### config.mk
export PLATFORM = sky130hd
export DESIGN_NAME = ifetch
export DESIGN_NICKNAME = d
export VERILOG_FILES = /design/src/rtl/ifetch_pkg.sv /design/src/rtl/ifetch_skid.sv /design/src/rtl/ifetch.sv
export SDC_FILE = /design/constraint.sdc
export NUM_CORES = 1
export LEC_CHECK = 0
export CORE_ASPECT_RATIO = 1.25
export CORE_MARGIN = 2
export CORE_UTILIZATION = 54
export CTS_BUF_LIST = sky130_fd_sc_hd__clkbuf_8 sky130_fd_sc_hd__clkbuf_16
export CTS_CLUSTER_SIZE = 28
export DETAILED_ROUTE_END_ITERATION = 16
export MAX_ROUTING_LAYER = met4
export PLACE_DENSITY_LB_ADDON = 0.25
export SLEW_MARGIN = 0
export SYNTH_ARGS = -nofsm -noshare
export SYNTH_HDL_FRONTEND = slang
export SYNTH_SLANG_ARGS = --single-unit
### constraint.sdc
create_clock -name clock -period 5.1 [get_ports clock]
set_clock_uncertainty 0.15 [all_clocks]
set_input_delay 0.51 -clock clock [delete_from_list [all_inputs] [get_ports clock]]
set_output_delay 0.51 -clock clock [all_outputs]
set_load 0.005 [all_outputs]
### src/rtl/ifetch_pkg.sv
// Shared types and widths for the ONC-16 instruction fetch stage.
// Holds the word/address widths and the fetch FSM state encoding.
package ifetch_pkg;

  localparam int IF_DATA_W  = 16;
  localparam int IF_ADDR_W  = 16;
  localparam int IF_STATE_W = 2;

  typedef enum logic [IF_STATE_W-1:0] {
    IF_IDLE  = 2'd0,
    IF_ISSUE = 2'd1,
    IF_WAIT  = 2'd2,
    IF_HOLD  = 2'd3
  } if_state_e;

endpackage

### src/rtl/ifetch_skid.sv
// One-entry parking buffer for a fetched word and its address.
// Holds a memory response that arrived while the decoder slot was still full.
module ifetch_skid
  import ifetch_pkg::*;
#(
  parameter int DATA_W = IF_DATA_W,
  parameter int ADDR_W = IF_ADDR_W
) (
  input  logic              clock,
  input  logic              rst,
  input  logic              load_i,
  input  logic              drop_i,
  input  logic [DATA_W-1:0] dat_i,
  input  logic [ADDR_W-1:0] pc_i,
  output logic [DATA_W-1:0] dat_o,
  output logic [ADDR_W-1:0] pc_o
);

  logic [DATA_W-1:0] dat_q;
  logic [ADDR_W-1:0] pc_q;

  // Capture on load, clear on drop (a flush discards the parked word).
  always_ff @(posedge clock or posedge rst) begin
    if (rst) begin
      dat_q <= '0;
      pc_q  <= '0;
    end else if (drop_i) begin
      dat_q <= '0;
      pc_q  <= '0;
    end else if (load_i) begin
      dat_q <= dat_i;
      pc_q  <= pc_i;
    end
  end

  assign dat_o = dat_q;
  assign pc_o  = pc_q;

endmodule

### src/rtl/ifetch.sv
// Instruction fetch: latches PC, reads instruction memory via req/ack, and
// hands words to the decoder via valid/ready. pc_adv pulses once per word
// accepted into this stage; a flush discards in-flight and buffered words.
module ifetch
  import ifetch_pkg::*;
#(
  parameter int DATA_W = IF_DATA_W,
  parameter int ADDR_W = IF_ADDR_W
) (
  input  logic              clock,
  input  logic              rst,
  input  logic [ADDR_W-1:0] pc,
  input  logic              flush,
  output logic              pc_adv,
  output logic              mem_req,
  output logic [ADDR_W-1:0] mem_addr,
  input  logic              mem_ack,
  input  logic [DATA_W-1:0] mem_rdata,
  output logic [DATA_W-1:0] inst,
  output logic [ADDR_W-1:0] inst_pc,
  output logic              inst_valid,
  input  logic              inst_ready
);

  if_state_e         state_q;
  logic              flush_pending_q;
  logic              mem_req_q;
  logic [ADDR_W-1:0] mem_addr_q;
  logic [DATA_W-1:0] inst_q;
  logic [ADDR_W-1:0] inst_pc_q;
  logic              inst_valid_q;

  logic              slot_free;
  logic              ack_take;
  logic              cap_mem;
  logic              cap_skid;
  logic              skid_load;
  logic              skid_drop;
  logic [DATA_W-1:0] skid_dat;
  logic [ADDR_W-1:0] skid_pc;

  // The decoder slot can take a new word if empty or being drained this edge.
  assign slot_free = !inst_valid_q || inst_ready;
  // mem_req is always high in WAIT, so an ack there is the only one honoured.
  assign ack_take  = (state_q == IF_WAIT) && mem_ack;
  // A response is useful only if no flush is current or remembered.
  assign cap_mem   = ack_take && !flush && !flush_pending_q && slot_free;
  assign skid_load = ack_take && !flush && !flush_pending_q && !slot_free;
  assign cap_skid  = (state_q == IF_HOLD) && !flush && inst_ready;
  assign skid_drop = (state_q == IF_HOLD) && flush;
  assign pc_adv    = cap_mem || cap_skid;

  ifetch_skid #(
    .DATA_W (DATA_W),
    .ADDR_W (ADDR_W)
  ) u_skid (
    .clock  (clock),
    .rst    (rst),
    .load_i (skid_load),
    .drop_i (skid_drop),
    .dat_i  (mem_rdata),
    .pc_i   (mem_addr_q),
    .dat_o  (skid_dat),
    .pc_o   (skid_pc)
  );

  // Fetch FSM plus the registered decoder-side output slot.
  always_ff @(posedge clock or posedge rst) begin
    if (rst) begin
      state_q         <= IF_IDLE;
      flush_pending_q <= 1'b0;
      mem_req_q       <= 1'b0;
      mem_addr_q      <= '0;
      inst_q          <= '0;
      inst_pc_q       <= '0;
      inst_valid_q    <= 1'b0;
    end else begin
      if (flush) begin
        inst_valid_q <= 1'b0;
      end else if (cap_mem) begin
        inst_q       <= mem_rdata;
        inst_pc_q    <= mem_addr_q;
        inst_valid_q <= 1'b1;
      end else if (cap_skid) begin
        inst_q       <= skid_dat;
        inst_pc_q    <= skid_pc;
        inst_valid_q <= 1'b1;
      end else if (inst_ready) begin
        inst_valid_q <= 1'b0;
      end

      case (state_q)
        IF_IDLE: state_q <= IF_ISSUE;
        IF_ISSUE: begin
          // The PC reloads on a flush edge, so only latch it when stable.
          if (!flush) begin
            mem_addr_q <= pc;
            mem_req_q  <= 1'b1;
            state_q    <= IF_WAIT;
          end
        end
        IF_WAIT: begin
          if (mem_ack) begin
            mem_req_q       <= 1'b0;
            flush_pending_q <= 1'b0;
            state_q         <= skid_load ? IF_HOLD : IF_ISSUE;
          end else if (flush) begin
            // The request cannot be aborted; remember to drop its response.
            flush_pending_q <= 1'b1;
          end
        end
        IF_HOLD: begin
          if (flush || inst_ready) state_q <= IF_ISSUE;
        end
        default: state_q <= IF_IDLE;
      endcase
    end
  end

  assign mem_req    = mem_req_q;
  assign mem_addr   = mem_addr_q;
  assign inst       = inst_q;
  assign inst_pc    = inst_pc_q;
  assign inst_valid = inst_valid_q;

endmodule
==> impl_metrics.yaml, run 1 <==
# generated from flow reports
logic_synthesis:
  yosys.cell_types.count: 23
  compound_area_share_pct: 2.95
  synthDominantCellAreaShare_pct: 55.7
  top_cell: "mux2i_1"
  synth_area_um2: 3820
  async_flop_share_pct: 100
  ys_cells: 325
  topCellsByArea: "dfrtp_1 (56%), mux2i_1 (25%), nand2_1 (5.0%), inv_1 (3.5%), buf_6 (3.2%)"
  yosys.area.top_type: "dfrtp_1"
  synthXorXnorAreaFrac_pct: 0
  ys_warn_count: 0
  common_cells: "mux2i_1 (97), dfrtp_1 (85), nand2_1 (51)"
  ys_seq_share_pct: 55.7
  synth-seq-cells: 85
  syn_area_per_cell_um2: 11.7
placement:
  place_hpwl_mm: 4.79
  portBuffers: 87
  dpl-instance-area_um2: 4690
power:
  p_comb_share_pct: 33.6
  p_sw_share_pct: 29.0
  maxPowerGroup: "sequential cells"
  irDropWorstVdd_v: 0.000281
  clockPowerShare_pct: 22.4
  power.leakage_nw: 2.87
  internal_power_mw: 1.51
  p_per_area_nw_per_um2: 435
finish:
  nonClkBufAreaFrac_pct: 18.6
  nets: 451
  inverters: 36
  layout_top_cells: "mux2i_1 (97), clkdlybuf4s50_1 (87), dfrtp_1 (85), nand2_1 (51), inv_1 (36)"
  clkCellAreaFrac_pct: 4.07
  logic_area_um2: 1410
  nFlopsAndLatches: 85
  final_area_um2: 4890
  comb_area_share_pct: 28.8
  seq_area_um2: 2130
  drive_gt1_share_pct: 5.78
  diodes: 0
min_path:
  hold_path.class: "flop to flop"
  whs_path_depth: 2
cts:
  ctsRootBufferMaster: "clkbuf_8"
  hold_buffers: 0
  clockBufferDepth: 2
  clkLatencyLatePin_ns: 0.34
  numCtsBuffers: 9
  clk_pin_slew_worst_paths_ns: 0.08
  htree_levels: 3
  cts_tree: "built"
detailed_routing:
  dr.pass1.iters: 4
  wl_per_cell_um: 14.5
  ant_nets: 0
  routed_via_density: 5.06
  wirelength_mm: 7.34
  drt_iter0_drc: 128
global_route:
  grt_antenna_before_repair: 0
  gr-total-overflow: 0
  grt_pass1_wl_mm: 12.6
  gr-usage-all-layers_pct: 21.2
sta:
  fmax_mhz: 383
  setup_viol: 0
  holdWs_ns: 0.377
  period_needed_ns: 2.61
  tightest_slew_ns: 1.12
  rsz0062_at_grt: "no"
critical_path:
  crit_cells: 6
  critical_path.cell_chain: "inv_1 > ha_1 > and3b_2 > nand3b_1 > nand2_1 > clkdlybuf4s50_1"
  crit_end: "pc_adv"
  crit_fanout: 5
  reg2reg_depth: 4
  r2r-end: "mem_addr[1]"
  max_stage_delay_ns: 0.50
die:
  dieArea_um2: 7760
  fp.coreArea_um2: 6890
  taps: 90
  die_y_um: 98.0
  rows: 34
  die_w_um: 79.2
outcome:
  status: "completed"
run 1: metrics by stage:
stage | worst slack, ns | instances | total power, mW
after floorplan | 2.25 | 325 | 1.26
after global placement | 2.53 | 490 | 1.65
after detailed placement | 2.52 | 490 | 1.67
after CTS | 2.47 | 505 | 2.16
after global routing | 2.33 | 505 | 2.27
final | 2.49 | 505 | 2.13
run 1: state kept, by name, indices dropped and copies added (netlist names):
signal           cells
inst                16
inst_pc             16
mem_addr            16
u_skid.dat_o        16
u_skid.pc_o         16
state_q              2
flush_pending_q      1
inst_valid           1
mem_req              1
run 1: layer usage:
metal / GRT usage [%] / share of wire, % / up-vias
met5: - / 0 / -
met4: 7.16 / 1.3 / 0
met3: 5.64 / 5.5 / 7
met2: 33.4 / 49 / 56
met1: 26.6 / 45 / 1250
li1: - / - / 1241
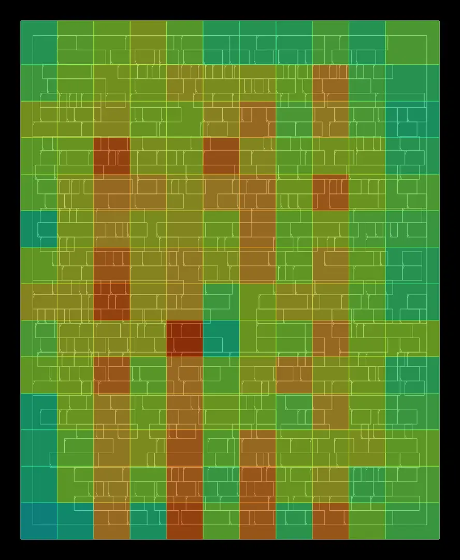
*Track usage over the die, run 1*
layer with the highest usage: met2
met3 Use GR: 5.64%

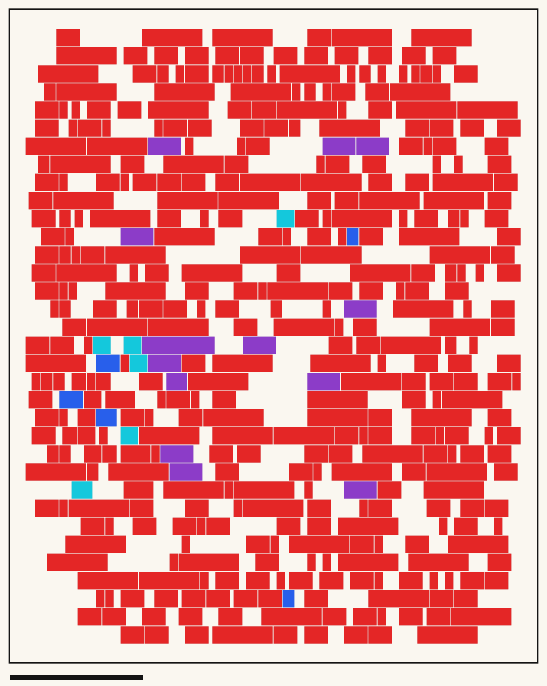
*Drive-strength map, run 1*
The bar under the picture is 20 um long.
| size | colour | cells | most used |
|---|---|---|---|
| x1 and smaller | red | 391 | mux2i_1 |
| x6 and larger | purple | 13 | clkbuf_8 |
| x3 and x4 | cyan | 6 | buf_4 |
| x2 | blue | 5 | clkinv_2 |
bufs w/o clock: 92
PnR worst setup slack: 2.49 ns
Area Growth Syn to Fin: 28.2%

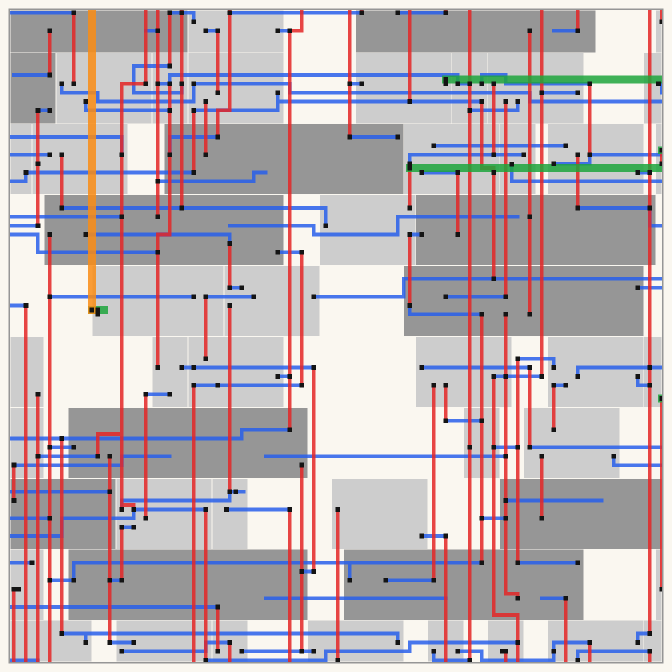
*A small window of the routed layout, run 1*
Region (47, 12) to (72, 37) um. Cells in grey, sequential cells in the stronger grey; small squares are vias.
| layer | colour |
|---|---|
| M4 | orange |
| M1 | blue |
| M2 | red |
| M3 | green |
cells with their middle in the window: 42
netlist names of flops here include: `u_skid.dat_o` (6), `inst` (4)
sequential cells in the window: 10
most frequent: mux2i_1 (17), dfrtp_1 (10), nand2_1 (6)

--- run 2 (diff from run 1) ---
- CORE_UTILIZATION: 54 -> 50
- clock period: 5.1 -> 2.7 ns (I/O delays scaled with it)
==> run 2 against run 1 <==
  * First-iteration DRC count is the same
  * Critical path type unchanged
  * Global-route usage shrank 0.54 points
  * Clock power grew 130%
  * Synthesized cell count is the same
  * Sequential power grew 91%
  * Worst setup slack lost 2.2 ns
==> impl_metrics.yaml, run 2 <==
# generated from flow reports
detailed_routing:
  dr.pass1.iters: 4
  wl_met3_um: 221
  met1_length_mm: 3.51
  ant_nets: 0
  routed_via_density: 5.11
  drt_iter0_drc: 128
  routed.top_layer: "met4"
  wl_met2_mm: 3.98
  drc: 0
power:
  power_frac_seq_pct: 41.9
  power.leakage_nw: 2.91
  internal_power_mw: 3.03
  p_sw_share_pct: 28.5
  power.total_mw: 4.24
  p_comb_share_pct: 32.4
  irDropWorstVdd_v: 0.000498
  p_switching_mw: 1.21
  p_per_area_nw_per_um2: 851
  clockPowerShare_pct: 25.7
critical_path:
  r2r_start: "state_q[0]"
  crit_buf_inv: 2
  crit_type: "flop to output port"
  reg2reg_depth: 6
  worstSetupStartpoint: "state_q[0]"
  crit_fanout: 5
  crit_required_ns: 2.28
  crit_end: "pc_adv"
  crit_cells: 6
  worstSetupEndpointType: "output port"
  cp_top_family: "buffers and inverters"
  cp-start-kind: "flop"
  max_stage_delay_ns: 0.53
  r2r-end: "inst_pc[11]"
  critical_path.cell_chain: "inv_1 > ha_1 > and3b_2 > nand3b_1 > nand2_1 > clkdlybuf4s50_1"
  r2r_slack_ns: 0.62
  crit_slowest_cell: "clkdlybuf4s50_1"
  crit_arrival_ns: 2.02
placement:
  place_inst: 497
  dpl-instance-area_um2: 4730
  dp_worst_setup_slack_ns: 0.552
  routabilityCongestion: 0.743
  place_hpwl_mm: 5.28
  portBuffers: 87
logic_synthesis:
  adder_share_pct: 0.983
  simple_gate_area_share_pct: 7.51
  synthXorXnorAreaFrac_pct: 0
  yosys.area.top_type: "dfrtp_1"
  async_flop_share_pct: 100
  top_cell: "mux2i_1"
  topCellsByArea: "dfrtp_1 (56%), mux2i_1 (25%), nand2_1 (5.0%), inv_1 (3.5%), buf_6 (3.2%)"
  logic_family: "multiplexers"
  syn-num-nets: 365
  synthDominantCellAreaShare_pct: 55.7
  common_cells: "mux2i_1 (97), dfrtp_1 (85), nand2_1 (51)"
  edf_count: 0
  ys_warn_count: 0
  syn_area_per_cell_um2: 11.7
  ys_cells: 325
  synth-seq-cells: 85
  mux_area_share_pct: 25.4
  ys_seq_share_pct: 55.7
  ff_type: "dfrtp_1"
  compound_area_share_pct: 2.95
  synth_area_um2: 3820
  yosys_area_um2: 3820
  yosys.cell_types.count: 23
  synthCells: 325
global_route:
  grt_pass1_wl_mm: 12.7
  grt_pass1_vias: 2719
  grt_max_degree: 47
  met1_usage_pct: 26.7
  grt_antenna_before_repair: 0
  use_met3_pct: 2.67
  grt-busiest-layer: "met2"
  grt_use_met2_pct: 32.1
  gr-usage-all-layers_pct: 20.6
  gr-total-overflow: 0
finish:
  diodes: 0
  final_util_pct: 67.3
  fin_cells: 513
  nets: 456
  layout_top_cells: "mux2i_1 (97), clkdlybuf4s50_1 (87), dfrtp_1 (85), nand2_1 (51), inv_1 (36)"
  mostFrequentLayoutCell: "mux2i_1"
  final_area_um2: 4980
  n_fill_cell: 584
  drive_gt1_share_pct: 7.13
  seq_area_um2: 2130
  area_growth_pct: 30.5
  logic_area_um2: 1410
sta:
  period_needed_ns: 2.44
  final_max_slew_viol_count: 0
  fin_setup_tns_ns: 0
  max_slew_margin_pct: 59.9
  setup_ws_ns: 0.263
  holdWs_ns: 0.211
  hold_violations: 0
  fmax_mhz: 410
  setup_viol: 0
  rsz0062_at_grt: "no"
  fin_crit_sh_pct: 90.2
  tightest_slew_ns: 0.601
die:
  dieArea_um2: 8350
  fp_util_pct: 51.6
  die_w_um: 82.2
  die_y_um: 102
  rows: 35
  pin_count: 88
  fp.coreArea_um2: 7400
cts:
  clkLatencyLatePin_ns: 0.36
  hold_buffers: 0
  clock-sinks: 85
  numCtsBuffers: 9
  clockBufferDepth: 2
  cts_tree: "built"
  htree_levels: 3
  post_cts_resized: 0
  cts_setup_buffers: 0
  ctsRootBufferMaster: "clkbuf_8"
  clk_pin_slew_worst_paths_ns: 0.08
run:
  warnings: 28
  drv_cap: 0
outcome:
  status: "completed"
min_path:
  hold_path.class: "input port to async pin"
[run 2: layout make-up]
| class | count | share of cell area, % |
|---|---|---|
| Sequential cell | 85 | 42.7 |
| Multi-Input combinational cell | 187 | 28.3 |
| Timing Repair Buffer | 97 | 19.0 |
| Clock buffer | 10 | 2.76 |
| Inverter | 36 | 2.74 |
| Tap cell | 92 | 2.31 |
| Clock inverter | 6 | 2.23 |
[run 2: power by group through the flow]
stage               logic, mW  registers (mW)  clock network [mW]
floorplan               0.578            1.80                   0
global route             1.52            1.82                1.16
CTS                      1.39            1.78                1.11
finish                   1.37            1.78                1.09
detailed placement       1.39            1.80                   0
global placement         1.34            1.79                   0
[run 2: worst min-delay path, stage by stage]
cell	delay, ns
clkdlybuf4s50_1	0.42
clkinv_2	0.05
buf_4	0.41
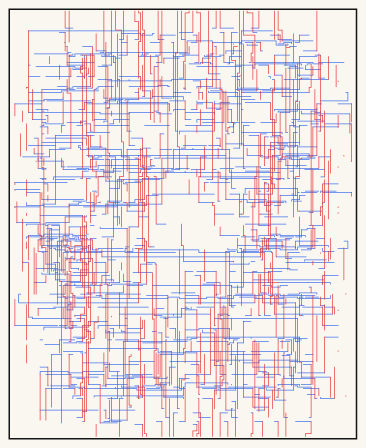
*Routed metal, one colour a layer, run 2*
Only two layers are drawn.
| layer | colour | wire length |
|---|---|---|
| M1 | blue | 3510 um |
| M2 | red | 3980 um |
Via Count: 2623
total length of routed wires: 7.85 mm
wire per inst: 15.3 um

Power and IR drop assume default switching activity.
